`src/rtl/bst_game_ctrl.sv`:
```
// Purpose: sequences key load, one-cycle settle and level-order guess play for the BST mini-game.
// Latency: result pulses, score, lives and state change one cycle after the key/guess/timeout cycle.
// Backpressure: key_ready is high only in LOAD; guesses are never stalled, one per cycle in PLAY.
module bst_game_ctrl #(
  parameter int LIVES       = 3,
  parameter int TIMEOUT_CYC = 50_000_000
) (
  input  logic        clk,
  input  logic        rst,
  input  logic        start,
  input  logic [7:0]  key_in,
  input  logic        key_valid,
  output logic        key_ready,
  output logic        dup_err,
  output logic [55:0] keys_out,
  output logic        core_valid,
  output logic [2:0]  core_index,
  input  logic [7:0]  core_key,
  input  logic [7:0]  guess,
  input  logic        guess_valid,
  output logic        hit,
  output logic        miss,
  output logic        timeout,
  output logic [2:0]  score,
  output logic [1:0]  lives,
  output logic [2:0]  state,
  output logic        done,
  output logic        win
);

  typedef enum logic [2:0] {
    S_IDLE   = 3'd0,
    S_LOAD   = 3'd1,
    S_SETTLE = 3'd2,
    S_PLAY   = 3'd3,
    S_WIN    = 3'd4,
    S_LOSE   = 3'd5
  } state_t;

  localparam int              TW         = $clog2(TIMEOUT_CYC);
  localparam logic [TW-1:0]   T_LAST     = TW'(TIMEOUT_CYC - 1);
  localparam logic [1:0]      LIVES_INIT = 2'(LIVES);

  state_t        st_q;
  logic [7:0]    slot [7];
  logic [2:0]    load_cnt;
  logic [TW-1:0] timer;
  logic          is_dup;

  // Status decodes straight from the state register.
  assign state     = st_q;
  assign key_ready = (st_q == S_LOAD);
  assign done      = (st_q == S_WIN) || (st_q == S_LOSE);
  assign win       = (st_q == S_WIN);

  // Pack stored slots for the core, k0 in the low byte.
  always_comb begin
    keys_out = '0;
    for (int i = 0; i < 7; i++) keys_out[8*i +: 8] = slot[i];
  end

  // Duplicate check only looks at slots already filled in this load.
  always_comb begin
    is_dup = 1'b0;
    for (int i = 0; i < 7; i++)
      if ((3'(i) < load_cnt) && (slot[i] == key_in)) is_dup = 1'b1;
  end

  // Game FSM: start restarts from any state and overrides same-cycle keys/guesses.
  always_ff @(posedge clk) begin
    if (rst) begin
      st_q       <= S_IDLE;
      for (int i = 0; i < 7; i++) slot[i] <= 8'd0;
      load_cnt   <= 3'd0;
      timer      <= '0;
      dup_err    <= 1'b0;
      core_valid <= 1'b0;
      core_index <= 3'd0;
      hit        <= 1'b0;
      miss       <= 1'b0;
      timeout    <= 1'b0;
      score      <= 3'd0;
      lives      <= LIVES_INIT;
    end else begin
      dup_err <= 1'b0;
      hit     <= 1'b0;
      miss    <= 1'b0;
      timeout <= 1'b0;
      if (start) begin
        st_q       <= S_LOAD;
        for (int i = 0; i < 7; i++) slot[i] <= 8'd0;
        load_cnt   <= 3'd0;
        timer      <= '0;
        core_valid <= 1'b0;
        core_index <= 3'd0;
        score      <= 3'd0;
        lives      <= LIVES_INIT;
      end else begin
        case (st_q)
          S_LOAD: begin
            if (key_valid) begin
              if (is_dup) begin
                dup_err <= 1'b1;
              end else begin
                for (int i = 0; i < 7; i++)
                  if (3'(i) == load_cnt) slot[i] <= key_in;
                load_cnt <= load_cnt + 3'd1;
                if (load_cnt == 3'd6) st_q <= S_SETTLE;
              end
            end
          end
          S_SETTLE: begin
            core_valid <= 1'b1;
            core_index <= score;
            timer      <= '0;
            st_q       <= S_PLAY;
          end
          S_PLAY: begin
            if (guess_valid) begin
              timer <= '0;
              if (guess == core_key) begin
                hit   <= 1'b1;
                score <= score + 3'd1;
                // On the final hit the index stays on the last valid node (RR).
                if (score == 3'd6) st_q <= S_WIN;
                else               core_index <= score + 3'd1;
              end else begin
                miss  <= 1'b1;
                lives <= lives - 2'd1;
                if (lives == 2'd1) st_q <= S_LOSE;
              end
            end else if (timer == T_LAST) begin
              timer   <= '0;
              timeout <= 1'b1;
              miss    <= 1'b1;
              lives   <= lives - 2'd1;
              if (lives == 2'd1) st_q <= S_LOSE;
            end else begin
              timer <= timer + 1'b1;
            end
          end
          default: ;
        endcase
      end
    end
  end

endmodule

```
`config.mk`:
```
export PLATFORM = sky130hd
export DESIGN_NAME = bst_game_ctrl
export DESIGN_NICKNAME = d
export VERILOG_FILES = /design/src/rtl/bst_game_ctrl.sv
export SDC_FILE = /design/constraint.sdc
export NUM_CORES = 1
export LEC_CHECK = 0
export CORE_MARGIN = 5
export CORE_UTILIZATION = 58
export CTS_BUF_LIST = sky130_fd_sc_hd__clkbuf_4
export CTS_CLUSTER_DIAMETER = 40
export DETAILED_ROUTE_END_ITERATION = 7
export PLACE_DENSITY = 0.93
export SLEW_MARGIN = 20
export SYNTH_ARGS = -nofsm -noshare
export SYNTH_HDL_FRONTEND = slang
export SYNTH_SLANG_ARGS = --single-unit
```
`constraint.sdc`:
```
create_clock -name clk -period 4.5 [get_ports clk]
set_input_delay 0.675 -clock clk [delete_from_list [all_inputs] [get_ports clk]]
set_output_delay 0.675 -clock clk [all_outputs]
set_load 0.1 [all_outputs]
```
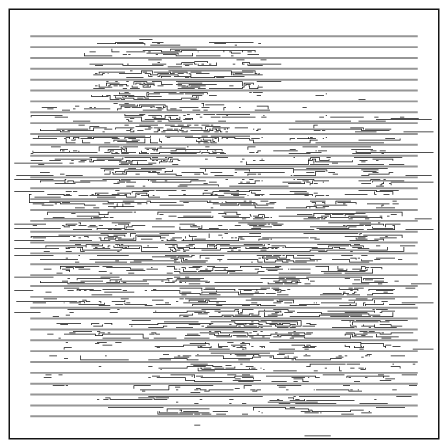
m1.png
Supply wires on this layer in grey.
nets with wire on the layer: 565
wire length on this layer: 5460 microns
Routed WL: 13700 microns
M1 GR Usage: 31.5%
via count: 4384

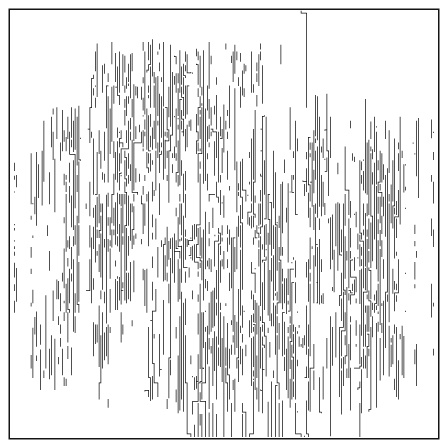
m2.png
wire length on this layer: 6560 microns
longest straight run: 33.3 microns

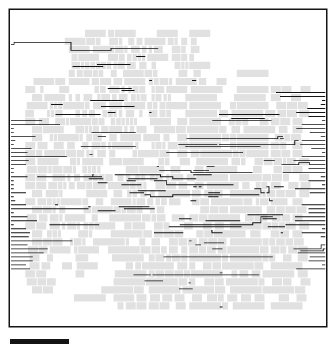
m3.png
The bar under the picture is 20 microns long.
longest straight run: 36.8 microns
main direction: horizontal
nets with wire on the layer: 133
wire length on this layer: 1350 microns
share of all routed wire: 9.9%
met3 GRT Util: 4.88%

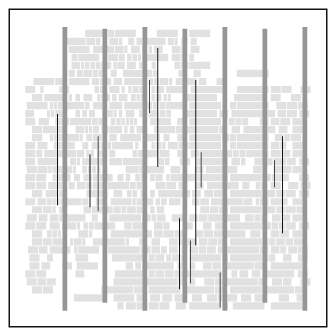
m4.png
Supply wires on this layer in grey.
wire length on this layer: 283 microns
nets with wire on the layer: 10
main direction: vertical
share of all routed wire: 2.1%

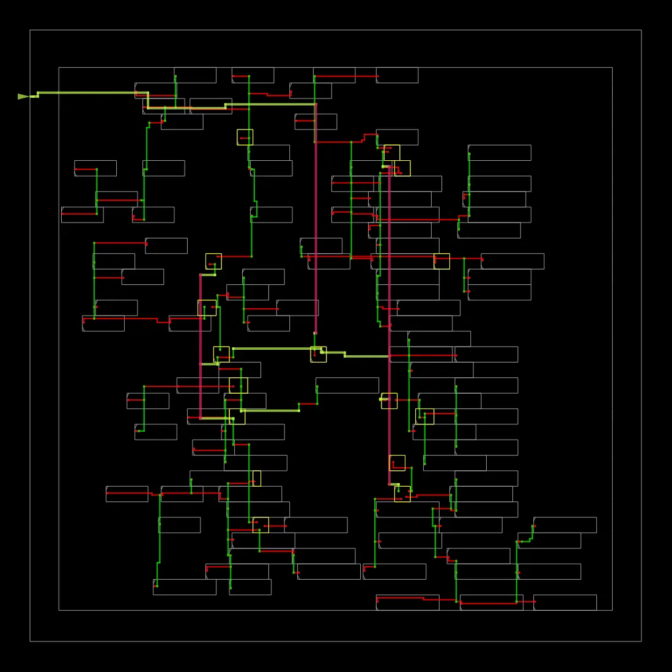
clock_nets.png
clkbuf count: 11
Seq cells: 101
clock network power: 0.419 mW
clock sinks: 101

-- final cells by class --
| type | instances | area, sq um | share of cell area [%] |
|---|---|---|---|
| Clock buffer | 11 | 82.6 | 1.25 |
| Clock inverter | 5 | 37.5 | 0.568 |
| Inverter | 10 | 37.5 | 0.568 |
| Multi-Input combinational cell | 375 | 2650 | 40.1 |
| Sequential cell | 101 | 2580 | 39.0 |
| Tap cell | 129 | 161 | 2.44 |
| Timing Repair Buffer | 107 | 1060 | 16.0 |
-- power groups by stage --
stage          clock network (mW)  registers, mW  logic [mW]
2_1_floorplan                   0           1.23       0.154
3_3_place_gp                    0           1.05       0.436
3_5_place_dp                    0           1.05       0.445
4_1_cts                     0.424           1.03       0.447
5_1_grt                     0.462           1.03       0.466
6_report                    0.419           1.03       0.448
==> out/results.ini <==
[final_layout]
area_delta_synth_final_pct=20.7
lay_top_count=clkdlybuf4s50_1
top_register=slot
drive_gt1_share_pct=8.21
final_cell_mix=clkdlybuf4s50_1, xnor2_1, edfxtp_1
reg_top3=slot x56, timer x26
nets=640
stdcell_area_sq_mm=0.00661
fin_util_pct=71.6
fillers=654
largest_reg_flops=56

[setup_path]
reg2regPathDepth=7
worst_path_max_delay_cell=clkdlybuf4s50_1
critPathMaxFanout=35
cp_slowest_stage_delay_ns=0.80
cp.depth=9
crit_buf_inv=2
worstPathCellList=clkdlybuf4s50_1, buf_4, xnor2_1, nand4_1, o22ai_1, o31ai_4, nand3_2, nor2_4, a31o_1
r2r-start=slot[0][5]
cp.required_ns=4.61
worst_setup_path_end_kind=register

[min_path]
min_from=timer[23]
hp-class=reg2reg

[pwr]
switching_power_mw=0.643
clockPowerShare_pct=22.1
sequentialPowerShare_pct=54.3
power_density_mw_per_mm2=286
power_mw=1.89

[synth]
syn-cell-area_sq_mm=0.00548
xor_share_pct=13.4
ys_sh_simple_pct=25.0
ys_top_cells_by_count=xnor2_1, edfxtp_1, dfxtp_1, nor2_1, and4_1
yosys_warnings=0
synth_cell_types=62
synth_cells=522
ys_sh_mux_pct=0.913
adder_share_pct=1.60
syn-num-nets=558
syn_area_per_cell_sq_um=10.5
synth.largest_area_cell=edfxtp_1

[clock_network]
cts_max_level=3
cts_tree=yes
clockBufferDepth=2
cts_resized=0
root_buffer=clkbuf_4

[run]
warning_count=29

[placed_design]
port_buffers=103

[grt]
grtUsageTotal_pct=24.9
grt_pass1_wl_microns=22800
busiest_layer=met2
grt-ovfl-total=0
grt_pass1_vias=4583
grt_start_max_net_pins=36

[floorplan]
die_height_microns=107
core_util_floorplan_pct=59.3
core.rowCount=35
die_area_sq_mm=0.0115
coreArea_sq_mm=0.00924

[run_status]
outcome=finished, final reports clean

[routing]
top_layer_used=met4
routedWlPerCell_microns=18.5
first_pass_iters=7
initialDrtViolationCount=345
drc_errors=0

[final_timing]
finalSetupViolations=0
drv_slew=0
slew-limit-headroom_pct=32.8
tightestPinTransition_ns=1.01
tns_ns=0
finalClockSkew_ns=0.0208
fin_crit_ns=3.50
max_freq_ghz=0.285
setup_ws_ns=0.996

Power is estimated from default activity; no workload was simulated.
